`config.mk`:
```
export PLATFORM = sky130hd
export DESIGN_NAME = abc_keystream_core
export DESIGN_NICKNAME = d
export VERILOG_FILES = /design/src/rtl/abc_keystream_core.sv
export SDC_FILE = /design/constraint.sdc
export NUM_CORES = 1
export LEC_CHECK = 0
export CORE_MARGIN = 1.5
export CORE_UTILIZATION = 50
export CTS_CLUSTER_SIZE = 8
export DETAILED_ROUTE_END_ITERATION = 10
export GPL_TIMING_DRIVEN = 0
export PLACE_DENSITY_LB_ADDON = 0.05
export SETUP_SLACK_MARGIN = 0.05
export SYNTH_ARGS = -nofsm -noshare
export SYNTH_HDL_FRONTEND = slang
export SYNTH_SLANG_ARGS = --single-unit
```
`constraint.sdc`:
```
create_clock -name clock -period 11.4 [get_ports clock]
set_clock_uncertainty 0.1 [all_clocks]
set_input_delay 2.28 -clock clock [delete_from_list [all_inputs] [get_ports clock]]
set_output_delay 2.28 -clock clock [all_outputs]
set_load 0.02 [all_outputs]
```
`src/rtl/abc_keystream_core.sv`:
```
// ABC-style keystream core: W-bit LFSR s0..s3, keyed accumulator x, keyed output map.
// Word-serial key/IV load, fixed warm-up, then back-pressured keystream output.
module abc_keystream_core #(
    parameter int W      = 32,
    parameter int WARMUP = 32,
    parameter int ROT    = W / 2
) (
    input  logic         clock,
    input  logic         reset,
    input  logic [W-1:0] key_data,
    input  logic         key_valid,
    output logic         key_ready,
    output logic [W-1:0] ks_data,
    output logic         ks_valid,
    input  logic         ks_ready,
    output logic         busy
);

    localparam logic [1:0] ST_IDLE = 2'd0;
    localparam logic [1:0] ST_LOAD = 2'd1;
    localparam logic [1:0] ST_WARM = 2'd2;
    localparam logic [1:0] ST_RUN  = 2'd3;
    localparam logic [7:0] WC_LAST = 8'(WARMUP - 1);

    logic [1:0]   state_q, state_d;
    logic [2:0]   lc_q, lc_d;
    logic [7:0]   wc_q, wc_d;
    logic [W-1:0] s0_q, s0_d, s1_q, s1_d, s2_q, s2_d, s3_q, s3_d;
    logic [W-1:0] x_q, x_d, k0_q, k0_d, k1_q, k1_d, k2_q, k2_d;
    logic [W-1:0] ks_data_q, ks_data_d;
    logic         ks_valid_q, ks_valid_d;

    logic [W-1:0] fb, x_step, x_rot, y;
    logic         do_step;

    always_comb begin
        fb     = s0_q ^ (s1_q << 3) ^ (s3_q >> 5);
        x_step = x_q + s0_q + ((x_q ^ k0_q) + k1_q);
        x_rot  = (x_q << ROT) | (x_q >> (W - ROT));
        y      = (x_rot ^ k2_q) + s3_q;
    end

    always_comb begin
        // NOTE: every _d starts from its _q so no branch can leave a latch behind.
        state_d    = state_q;
        lc_d       = lc_q;
        wc_d       = wc_q;
        s0_d       = s0_q;
        s1_d       = s1_q;
        s2_d       = s2_q;
        s3_d       = s3_q;
        x_d        = x_q;
        k0_d       = k0_q;
        k1_d       = k1_q;
        k2_d       = k2_q;
        ks_data_d  = ks_data_q;
        ks_valid_d = ks_valid_q;
        do_step    = 1'b0;

        case (state_q)
            ST_IDLE: begin
                if (key_valid) begin
                    s0_d    = key_data;
                    lc_d    = 3'd1;
                    state_d = ST_LOAD;
                end
            end
            ST_LOAD: begin
                if (key_valid) begin
                    lc_d = lc_q + 3'd1;
                    case (lc_q)
                        3'd1:    s1_d = key_data;
                        3'd2:    s2_d = key_data;
                        3'd3:    s3_d = key_data;
                        3'd4:    x_d  = key_data;
                        3'd5:    k0_d = key_data;
                        3'd6:    k1_d = key_data;
                        3'd7:    k2_d = key_data;
                        default: ;
                    endcase
                    if (lc_q == 3'd7) begin
                        // An all-zero LFSR would lock up; s0..s3 are final by the last beat.
                        if ((s0_q | s1_q | s2_q | s3_q) == '0) s0_d = W'(1);
                        wc_d    = '0;
                        state_d = (WARMUP == 0) ? ST_RUN : ST_WARM;
                    end
                end
            end
            ST_WARM: begin
                do_step = 1'b1;
                wc_d    = wc_q + 8'd1;
                if (wc_q == WC_LAST) state_d = ST_RUN;
            end
            default: begin
                if (key_valid) begin
                    s0_d       = key_data;
                    lc_d       = 3'd1;
                    ks_valid_d = 1'b0;
                    state_d    = ST_LOAD;
                end else if (!ks_valid_q || ks_ready) begin
                    do_step    = 1'b1;
                    ks_data_d  = y;
                    ks_valid_d = 1'b1;
                end
            end
        endcase

        if (do_step) begin
            s0_d = s1_q;
            s1_d = s2_q;
            s2_d = s3_q;
            s3_d = fb;
            x_d  = x_step;
        end
    end

    // NOTE: sequential state uses non-blocking assignments so all flops see pre-edge values.
    always_ff @(posedge clock or negedge reset) begin
        if (!reset) begin
            state_q    <= ST_IDLE;
            lc_q       <= '0;
            wc_q       <= '0;
            s0_q       <= '0;
            s1_q       <= '0;
            s2_q       <= '0;
            s3_q       <= '0;
            x_q        <= '0;
            k0_q       <= '0;
            k1_q       <= '0;
            k2_q       <= '0;
            ks_data_q  <= '0;
            ks_valid_q <= 1'b0;
        end else begin
            state_q    <= state_d;
            lc_q       <= lc_d;
            wc_q       <= wc_d;
            s0_q       <= s0_d;
            s1_q       <= s1_d;
            s2_q       <= s2_d;
            s3_q       <= s3_d;
            x_q        <= x_d;
            k0_q       <= k0_d;
            k1_q       <= k1_d;
            k2_q       <= k2_d;
            ks_data_q  <= ks_data_d;
            ks_valid_q <= ks_valid_d;
        end
    end

    assign key_ready = (state_q != ST_WARM);
    assign busy      = (state_q == ST_LOAD) || (state_q == ST_WARM);
    assign ks_data   = ks_data_q;
    assign ks_valid  = ks_valid_q;

endmodule

```
==> run_1/clock_map.png <==
Drawn at 3 px/µm.
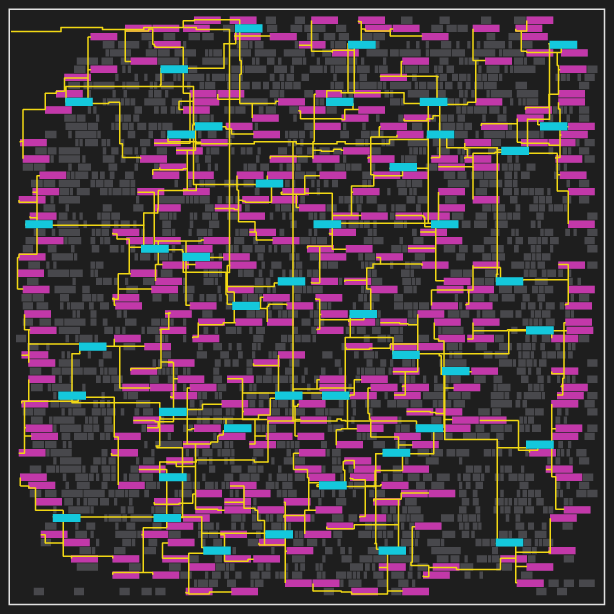
legend:
  cyan:
    item: cells driving clock nets
    count: 43
  magenta:
    item: flip-flops
    count: 302
  yellow:
    item: clock wires
    length: 4660 µm
flops lie: all over the die
routed clock nets: 44

==> run_1/density.png <==
Drawn at 1.5 px/µm. 20 x 20 tiles, from black (low) to pale yellow (high), 0 to 100% covered.
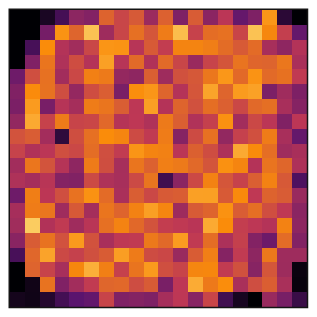
tiles over 75% full: 9.2%
fullest tile: 89%
mean over tiles: 53%

==> run_1/final_clocks.png <==
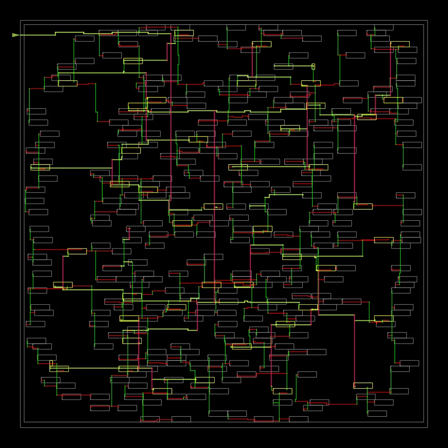
TritonCTS buffer count: 43

==> ds_physical_params.txt, run 1 <==
Summary of implementation characteristics

Parameter                              Value

Floorplanning
  Total I/O pin count .................. 71
  Die height .................. around 200 µm

Logic synthesis
  Yosys cell count .................. between 1500 and 2000
  Number of nets at floorplan .................. around 2100
  Predominant post-synthesis flop cell .................. sky130_fd_sc_hd__dfrtp_1
  Tally of unique sky130hd cells used after synthesis .................. 75
  Logic family by area .................. multiplexers
  Largest area contributor in the synthesized netlist .................. sky130_fd_sc_hd__dfrtp_1
  Count of library flops with an enable pin .................. 0
  Async set-or-reset flop fraction in the synthesized netlist .................. 100%

Hold path
  Worst Hold Depth .................. 2
  Worst hold path endpoint .................. ks_data[10]

Run
  Log Warnings .................. 38
  Max-cap viol count .................. 0

CTS
  CTS root buf .................. sky130_fd_sc_hd__clkbuf_16
  Insertion delay of the later-clocked pin in the worst-skew pair .................. roughly 560 ps
  Post-cts repair resize count .................. 0
  Clock sink total .................. between 300 and 400

Layout
  Seq_cells .................. 302
  Final standard cell utilization of the core .................. 57.4%
  Final net count .................. 2196
  Synthesis-to-finish area growth .................. 13.3%
  Number of inserted filler cells in the final layout .................. 3429
  CLK BUF .................. roughly 47
  Non-clk buf share .................. under 10%
  MI comb area .................. 10500 µm²
  Number of non-filler instances in the completed layout .................. 2536
  Multi-In Gates .................. 1355
  Proportion of cell area occupied by multi-input gates .................. 48.7%

Critical path
  Crit Path Max Fanout .................. 10
  Crit path DAT .................. 5310 ps
  Worst reg-to-reg setup slack .................. between 6000 and 7000 ps
  Total stage count of the critical path .................. 11
  Worst flop-to-flop path endpoint .................. x_q[28]

Placed design
  Post-Place Worst Slack .................. approximately 6000 ps

Timing
  Slew margin rel. .................. about 29%
  Final cycle utilization of the critical path .................. 43.4%
  Setup repair after global routing missed its margin .................. no
  Max frequency .................. 202 MHz

Detailed routing
  Number of nets with antenna violations after detailed routing .................. 0
  First-pass DRT Iterations .................. 5
  Number of vias in the routed layout .................. around 15000

Outcome
  Status .................. completed

Global routing
  Global-route met2 utilization .................. approximately 50%
  Met3 Use GR .................. 5.76%
==> run 2, diff against run 1 <==
- clock period: 11.4 -> 4.1 ns (I/O delays scaled with it)
==> run_2/density.png <==
Drawn at 1.5 px/µm. 20 x 20 tiles, from black (low) to pale yellow (high), 0 to 100% covered.
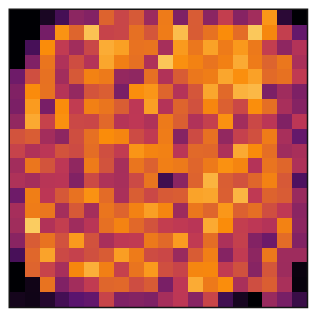
mean over tiles: 55%
nearly empty tiles: 2.5%
fullest tile: 89%
tiles over 75% full: 13%

==> run_2/zoom.png <==
Window x 86 to 111, y 86 to 111 µm. Cells in grey, sequential cells in the stronger grey; small squares are vias.
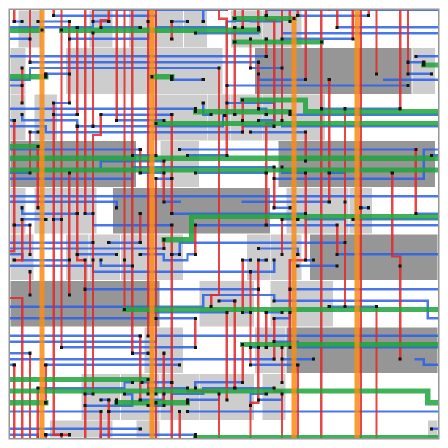
legend:
  red:
    layer: met2
  green:
    layer: met3
  blue:
    layer: met1
  orange:
    layer: met4
sequential cells in the window: 7
most frequent: nand2_1 (8), o21ai_0 (7), dfrtp_1 (7)
cells with their middle in the window: 42
netlist names of flops here include: s3_q (7)

==> run 2 against run 1 <==
Against the previous run: critical path depth is 1 higher; utilization is 1.4 points higher; sequential cell count stayed put; final cell count is 1.6% higher; wire length is 1.4% higher; global-route usage is 0.16 points higher; critical endpoint is now x_q[31]; worst setup slack worse by 6400 ps; largest cell class unchanged; sequential share of layout area is 0.62 points lower; final area is 2.4% higher.
==> ds_physical_params.txt, run 2 <==
Summary of implementation characteristics

Parameter                              Value

Critical path
  Worst reg-to-reg setup slack .................. slightly above 90 ps
  Total stage count of the critical path .................. 12
  Crit path DAT .................. 4350 ps

Timing
  Slew margin rel. .................. 26.0%
  Final cycle utilization of the critical path .................. a little over nine tenths
  Setup repair after global routing missed its margin .................. yes

Logic synthesis
  Logic family by area .................. multiplexers
  Yosys cell count .................. 1906
  Async set-or-reset flop fraction in the synthesized netlist .................. 100%
  Predominant post-synthesis flop cell .................. sky130_fd_sc_hd__dfrtp_1
  Number of nets at floorplan .................. 2079
  Tally of unique sky130hd cells used after synthesis .................. 75

Global routing
  Global-route met2 utilization .................. 51.8%
  Met3 Use GR .................. 5.74%

Layout
  Proportion of cell area occupied by multi-input gates .................. 48.2%
  Final net count .................. ~2200
  Multi-In Gates .................. 1355
  Synthesis-to-finish area growth .................. 16.1%
  Number of inserted filler cells in the final layout .................. between 3000 and 4000

Placed design
  Post-Place Worst Slack .................. -504 ps

CTS
  Insertion delay of the later-clocked pin in the worst-skew pair .................. 570 ps
  CTS root buf .................. sky130_fd_sc_hd__clkbuf_16
  Post-cts repair resize count .................. 35

Detailed routing
  Number of nets with antenna violations after detailed routing .................. 0
  First-pass DRT Iterations .................. 5

Run
  Log Warnings .................. 40
  Max-cap viol count .................. 0

Floorplanning
  Total I/O pin count .................. 71

Outcome
  Status .................. completed
==> run_2/final_clocks.png <==
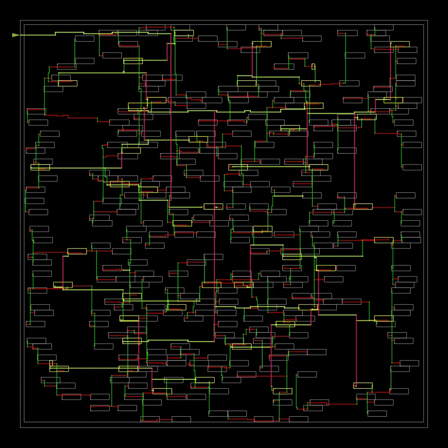
seq_cells: 302
CLK BUF: 47

